Nets reached from selected ports:
(6 px per um)
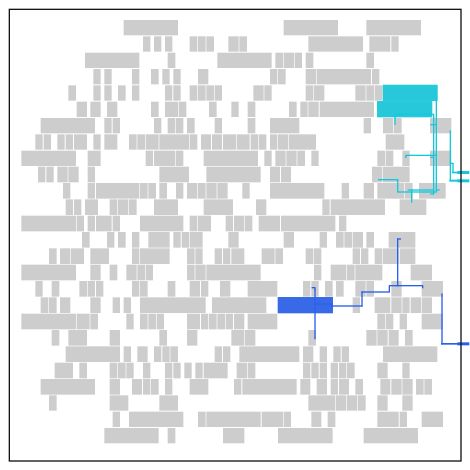
Clock routing:
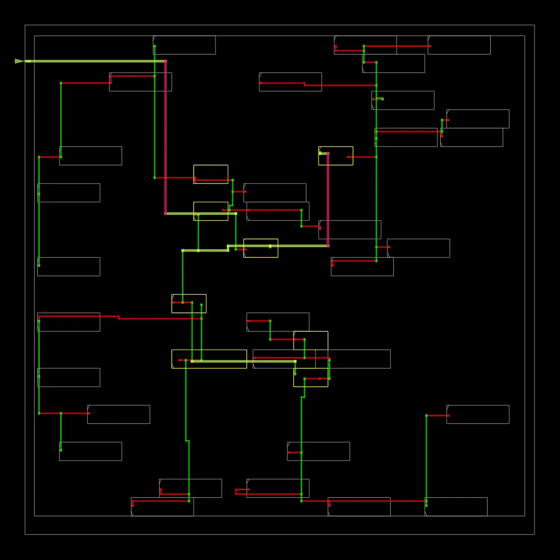
Clock network drawn from the DEF:
(6 px per um)
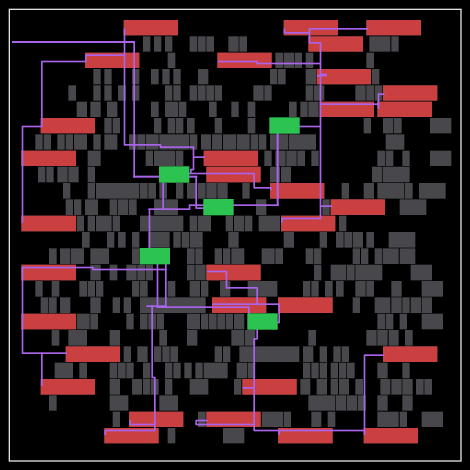
Cells coloured by class:
(4 px per um)
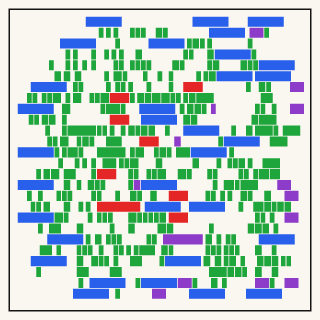
[src/rtl/led_pattern_sequencer_pkg.sv]
// Shared definitions for the LED pattern sequencer: mode encodings,
// per-mode entry patterns, default board clock and the entry-value lookup.
package led_pattern_sequencer_pkg;

   localparam int unsigned DEFAULT_CLK_HZ = 25_000_000;

   typedef enum logic [1:0] {
      MODE_BINARY   = 2'd0,
      MODE_CHASE    = 2'd1,
      MODE_PINGPONG = 2'd2,
      MODE_ALL      = 2'd3
   } mode_t;

   typedef enum logic {
      DIR_UP   = 1'b0,
      DIR_DOWN = 1'b1
   } dir_t;

   localparam logic [3:0] ENTRY_BINARY   = 4'b0000;
   localparam logic [3:0] ENTRY_CHASE    = 4'b0001;
   localparam logic [3:0] ENTRY_PINGPONG = 4'b0001;
   localparam logic [3:0] ENTRY_ALL      = 4'b0000;

   // Pattern loaded when a mode is entered
   function automatic logic [3:0] entry_value(input mode_t m);
      logic [3:0] v;
      case (m)
         MODE_BINARY:   v = ENTRY_BINARY;
         MODE_CHASE:    v = ENTRY_CHASE;
         MODE_PINGPONG: v = ENTRY_PINGPONG;
         default:       v = ENTRY_ALL;
      endcase
      return v;
   endfunction

endpackage

[src/rtl/led_pattern_sequencer_tick_prescaler.sv]
// tick_prescaler: divides clk by DIV and emits a registered one-cycle tick.
// en freezes the count, clr restarts it from zero and cancels a pending tick.
module tick_prescaler #(
   parameter int unsigned DIV   = 4,
   parameter int unsigned CNT_W = 23
) (
   input  logic clk,
   input  logic rst,
   input  logic en,
   input  logic clr,
   output logic tick
);

   localparam logic [CNT_W-1:0] LAST = CNT_W'(DIV - 1);

   logic [CNT_W-1:0] r_cnt;
   logic             r_tick;

   // Count 0..DIV-1; tick is high for the cycle after the count hits DIV-1
   always_ff @(posedge clk or posedge rst) begin
      if (rst) begin
         r_cnt  <= '0;
         r_tick <= 1'b0;
      end else if (clr) begin
         r_cnt  <= '0;
         r_tick <= 1'b0;
      end else if (en) begin
         if (r_cnt == LAST) begin
            r_cnt  <= '0;
            r_tick <= 1'b1;
         end else begin
            r_cnt  <= r_cnt + CNT_W'(1);
            r_tick <= 1'b0;
         end
      end else begin
         r_tick <= 1'b0;
      end
   end

   assign tick = r_tick;

endmodule

[src/rtl/led_pattern_sequencer.sv]
// led_pattern_sequencer: owns the four board LEDs and animates them through
// BINARY / CHASE / PINGPONG / ALL patterns at STEP_HZ. A mode_btn rising edge
// advances the mode; run=0 freezes the animation.
// Optional macro LED_PWM_EN adds a 4-bit brightness input that PWM-dims the LEDs.
module led_pattern_sequencer
   import led_pattern_sequencer_pkg::*;
#(
   parameter int unsigned CLK_HZ  = DEFAULT_CLK_HZ,
   parameter int unsigned STEP_HZ = 4,
   parameter int unsigned CNT_W   = 23
) (
   input  logic       clk,
   input  logic       rst,
   input  logic       run,
   input  logic       mode_btn,
`ifdef LED_PWM_EN
   input  logic [3:0] brightness,
`endif
   output logic [1:0] mode,
   output logic       step_tick,
   output logic       led1,
   output logic       led2,
   output logic       led3,
   output logic       led4
);

   localparam int unsigned DIV = CLK_HZ / STEP_HZ;

   mode_t      r_mode,    w_mode_next;
   dir_t       r_dir,     w_dir_next;
   logic [3:0] r_pattern, w_pattern_next;
   logic       r_btn_q;
   logic       w_mode_req;
   logic       w_tick;

   // A request is the first cycle the button is seen high
   assign w_mode_req = mode_btn & ~r_btn_q;

   tick_prescaler #(
      .DIV   (DIV),
      .CNT_W (CNT_W)
   ) u_prescaler (
      .clk  (clk),
      .rst  (rst),
      .en   (run),
      .clr  (w_mode_req),
      .tick (w_tick)
   );

   // Mode, pattern, direction and button-history registers
   always_ff @(posedge clk or posedge rst) begin
      if (rst) begin
         r_mode    <= MODE_BINARY;
         r_dir     <= DIR_UP;
         r_pattern <= 4'b0000;
         r_btn_q   <= 1'b0;
      end else begin
         r_mode    <= w_mode_next;
         r_dir     <= w_dir_next;
         r_pattern <= w_pattern_next;
         r_btn_q   <= mode_btn;
      end
   end

   // Next mode/pattern: a mode request beats a coincident step tick
   always_comb begin
      w_mode_next    = r_mode;
      w_dir_next     = r_dir;
      w_pattern_next = r_pattern;
      if (w_mode_req) begin
         w_mode_next    = mode_t'(2'(r_mode + 2'd1));
         w_pattern_next = entry_value(w_mode_next);
         w_dir_next     = DIR_UP;
      end else if (w_tick) begin
         case (r_mode)
            MODE_BINARY: begin
               w_pattern_next = r_pattern + 4'd1;
            end
            MODE_CHASE: begin
               if (r_pattern == 4'b0000) w_pattern_next = 4'b0001;
               else                      w_pattern_next = {r_pattern[2:0], r_pattern[3]};
            end
            MODE_PINGPONG: begin
               if (r_pattern == 4'b0000) begin
                  w_pattern_next = 4'b0001;
                  w_dir_next     = DIR_UP;
               end else if (r_dir == DIR_UP) begin
                  if (r_pattern == 4'b1000) begin
                     w_pattern_next = 4'b0100;
                     w_dir_next     = DIR_DOWN;
                  end else begin
                     w_pattern_next = {r_pattern[2:0], 1'b0};
                  end
               end else begin
                  if (r_pattern == 4'b0001) begin
                     w_pattern_next = 4'b0010;
                     w_dir_next     = DIR_UP;
                  end else begin
                     w_pattern_next = {1'b0, r_pattern[3:1]};
                  end
               end
            end
            default: begin
               w_pattern_next = ~r_pattern;
            end
         endcase
      end
   end

`ifdef LED_PWM_EN
   logic [3:0] r_pwm_cnt;
   logic [3:0] r_led;

   // Free-running PWM phase and dimmed LED register
   always_ff @(posedge clk or posedge rst) begin
      if (rst) begin
         r_pwm_cnt <= 4'd0;
         r_led     <= 4'b0000;
      end else begin
         r_pwm_cnt <= r_pwm_cnt + 4'd1;
         r_led     <= r_pattern & {4{r_pwm_cnt < brightness}};
      end
   end

   assign {led4, led3, led2, led1} = r_led;
`else
   assign {led4, led3, led2, led1} = r_pattern;
`endif

   assign mode      = r_mode;
   assign step_tick = w_tick;

endmodule

[config.mk]
export PLATFORM = sky130hd
export DESIGN_NAME = led_pattern_sequencer
export DESIGN_NICKNAME = d
export VERILOG_FILES = /design/src/rtl/led_pattern_sequencer_pkg.sv /design/src/rtl/led_pattern_sequencer_tick_prescaler.sv /design/src/rtl/led_pattern_sequencer.sv
export SDC_FILE = /design/constraint.sdc
export NUM_CORES = 1
export LEC_CHECK = 0
export ABC_AREA = 1
export CELL_PAD_IN_SITES_DETAIL_PLACEMENT = 0
export CELL_PAD_IN_SITES_GLOBAL_PLACEMENT = 1
export CORE_UTILIZATION = 43
export CTS_CLUSTER_DIAMETER = 40
export DETAILED_ROUTE_END_ITERATION = 8
export GPL_TIMING_DRIVEN = 0
export PLACE_DENSITY_LB_ADDON = 0.2
export SYNTH_ARGS = -nofsm -noshare
export SYNTH_HDL_FRONTEND = slang
export SYNTH_SLANG_ARGS = --single-unit
[constraint.sdc]
create_clock -name clk -period 2 [get_ports clk]
set_input_delay 0.4 -clock clk [delete_from_list [all_inputs] [get_ports clk]]
set_output_delay 0.4 -clock clk [all_outputs]
set_load 0.02 [all_outputs]
==> results.sh <==
# source this file to load flow results
export IMPL_status="completed"
export IMPL_final_util=0.5179
export IMPL_global_route_usage_met1=0.2813
export IMPL_fin_crit_ns=1.847
export IMPL_io_buffers=10
export IMPL_drc=0
export IMPL_ys_chip_area_mm2=0.002293
export IMPL_coreArea_mm2=0.005107
export IMPL_lay_top_cells="nand2_1 (99), nor2_1 (50), inv_1 (49)"
export IMPL_grtUsageMet2=0.3864
export IMPL_gp_congestion=0.8419
export IMPL_use_met3=0.03748
export IMPL_path_cells="clkdlybuf4s50_1"
export IMPL_hold_violations=0
export IMPL_crit_fanout=7
export IMPL_ys_seq_frac=0.3492
export IMPL_h_tree_depth=2
export IMPL_synth_cell_type_count=28
export IMPL_root_buffer="clkbuf_8"
export IMPL_cp_required_ns=1.60
export IMPL_syn_num_nets=360
export IMPL_p_total_w=0.002035
export IMPL_syn_inst=348
export IMPL_die_w_um=75.03
export IMPL_antenna_found_initial=0
export IMPL_worst_pin_slew_ns=0.6270
export IMPL_cts_tree="yes"
export IMPL_diodes=0
export IMPL_period_used=0.9234
export IMPL_syn_to_final_growth_pct=15.33
export IMPL_power_density_mw_per_mm2=769.3
export IMPL_cts_hold_buf=0
export IMPL_ys_cells=348
export IMPL_drive_gt1_frac=0.07629
export IMPL_leakage_nw=1.325
export IMPL_nets=378
export IMPL_final_setup_tns_ns=0
export IMPL_chipHeight_um=75.03
export IMPL_path_clk_slew_ns=0.07
export IMPL_cts_path_max_buffers=2
export IMPL_grt_overflow=0
export IMPL_boundaryPins=11
export IMPL_worstPathArrival_ns=1.45
export IMPL_cp_num_buf_inv=1
export IMPL_ir_drop_mv=0.3199
export IMPL_min_path_type="in -> async"
export IMPL_lay_top_count="nand2_1"
export IMPL_finalWirelength_mm=5.614
export IMPL_worstSetupPathType="reg -> out"
export IMPL_setup_worst_path_end_class="output port"
export IMPL_drtIter0Drc=129
export IMPL_numSynthFlops=32
export IMPL_cts_buffers=5
export IMPL_grt_busiest_layer="met2"
export IMPL_firstDrtPassIters=4
export IMPL_cp_start_kind="register"
export IMPL_grt_max_degree=33
export IMPL_grt_pass1_vias=1972
export IMPL_routed_via_density=5.009
export IMPL_placedCellCount=428
export IMPL_cp_slowest_cell="clkdlybuf4s50_1"
export IMPL_yosys_warnings=0
export IMPL_wl_per_cell_um=12.85
export IMPL_slew_headroom=0.5794
export IMPL_hpwl_mm=4.233
export IMPL_max_freq_ghz=0.5415
export IMPL_die_area_mm2=0.005630
export IMPL_fin_cells=437
export IMPL_setup_viol=0
export IMPL_rsz0062_at_grt="false"
export IMPL_drv_cap=0
export IMPL_initial_utilization=0.4490
export IMPL_warnings=31
export IMPL_vias=2189
export IMPL_post_cts_buffers=0
export IMPL_syn_area_mm2=0.002293
export IMPL_cp_top_family="buffers and inverters"
export IMPL_avgSynthCellArea_um2=6.590
export IMPL_max_stage_delay_ns=0.66
export IMPL_ant_nets=0
export IMPL_grt_pass1_wl_mm=9.266
export IMPL_maxSlewViolCount=0
export IMPL_grtUsageTotal=0.2207
export IMPL_core_rowCount=26
## Picture notes: 'nets reached from selected ports'
legend:
  blue:
    port: `led2`
    bits: 1
    direction: output
    edge: east
    end_cells: 1
    buffers: 1
    wire: 50.2 um
  cyan:
    port: `mode`
    bits: 2
    direction: output
    edge: east
    end_cells: 2
    buffers: 2
    wire: 75.2 um

## Picture notes: 'clock routing'
# clock sinks: 32
clk_buf instances: 7
seq_cells: 32
Clock Skew: 0.003476 ns

## Picture notes: 'clock network drawn from the DEF'
legend:
  purple:
    item: clock wires
    length: 530 um
  green:
    item: clock drivers
    count: 5
  red:
    item: flip-flops
    count: 32
routed clock nets: 6
flops lie: widely spread
clock power share: 0.344
Late-Pin Clk Latency: 0.29 ns
clk pwr: 0.000700 W

## Picture notes: 'cells coloured by class'
legend:
  red:
    class: clock drivers and dummy loads
    cells: 8
    share_of_their_area: 4.9%
  blue:
    class: sequential cells
    cells: 32
    share_of_their_area: 31%
  green:
    class: combinational and other logic
    cells: 313
    share_of_their_area: 58%
  purple:
    class: remaining buffers and delay cells
    cells: 14
    share_of_their_area: 5.5%

-- cell type report --
| cell class | count | area, um2 |
|---|---|---|
| inverter | 54 | 202.7 |
| fill | 557 | 2462 |
| tap | 70 | 87.58 |
| clock inverter | 1 | 30.03 |
| clock buffer | 7 | 96.34 |
| timing repair buffer | 11 | 127.6 |
| multi-input combinational | 259 | 1286 |
| buffer | 3 | 13.76 |
| sequential | 32 | 800.8 |
-- per-layer routing --
layer | share of wire | wire length, um
met2 | 0.51 | 2837
met5 | 0 | 0
met3 | 0.034 | 193
met4 | 0.010 | 57
met1 | 0.45 | 2526
-- cell usage after synthesis --
library cell,instances,area share
nand3_2,1,0.0044
inv_2,4,0.0065
o21a_1,1,0.0033
a21oi_1,10,0.022
nor2_2,2,0.0055
nand3_1,33,0.072
o21ai_2,1,0.0038
dfrtp_1,32,0.35
o21ai_1,3,0.0065
nand2_2,3,0.0082
xor2_1,4,0.015
ha_1,8,0.044
nor3_1,6,0.013
nand2_4,2,0.0098
a22oi_1,1,0.0033
o31ai_1,1,0.0033
buf_2,2,0.0044
o211ai_1,1,0.0033
nor2_8,2,0.017
clkbuf_1,1,0.0016
nand2_1,99,0.16
and2_0,1,0.0027
inv_1,50,0.082
o21ai_0,17,0.037
o21bai_1,1,0.0033
nor2_1,50,0.082
nand4_1,10,0.027
xnor2_1,2,0.0076
-- cells by family after synthesis --
family,count (synthesis),share of synthesized area
and+or+nand+nor,209,0.4043
DFF,32,0.3492
xor gates and xnor gates,6,0.02291
buffers and inverters,57,0.09438
adders and majority gates,8,0.04365
AOI/OAI and AO/OA,36,0.08566
-- power by group --
group	switching, W	internal, W
registers	0.0000797	0.000695
logic	0.000340	0.000220
clock network	0.000260	0.000440
total	0.000680	0.00135
-- through the flow --
step / hold WS (ns) / instance area, um2 / worst slack, ns
2_1_floorplan: 0.4314 / 2293 / 0.4839
3_3_place_gp: 0.5231 / 2481 / 0.01741
3_5_place_dp: 0.5626 / 2481 / 0.01038
4_1_cts: 0.5752 / 2613 / 0.06112
5_1_grt: 0.4695 / 2645 / 0.04887
6_report: 0.4180 / 2645 / 0.1532
-- registers in the layout (all words and copies together), names as in the netlist --
register,count
u_prescaler.r_cnt,23
r_pattern,4
mode,2
r_btn_q,1
r_dir,1
u_prescaler.tick,1
-- final timing paths --
check	from	to	slack [ns]	cells after the start
min reg2reg	mode[1]	mode[1]	0.58	2
min	rst	r_pattern[3]	0.42	2
max in group asynchronous	rst	u_prescaler.r_cnt[21]	1.13	3
max reg2reg	u_prescaler.r_cnt[0]	u_prescaler.r_cnt[7]	0.19	8
min in group clk	mode[1]	mode[1]	0.58	2
max	r_pattern[0]	led1	0.15	1
-- what timing repair did --
action                                 in CTS  in global routing
endpoints found under the hold margin       0                  0
gates resized                               1                  1
cloned                                      0                  0
setup endpoints to repair                   2                  7
pin swaps                                   0                  0
Power figures rest on the tool's default switching activity, not on a simulated workload.
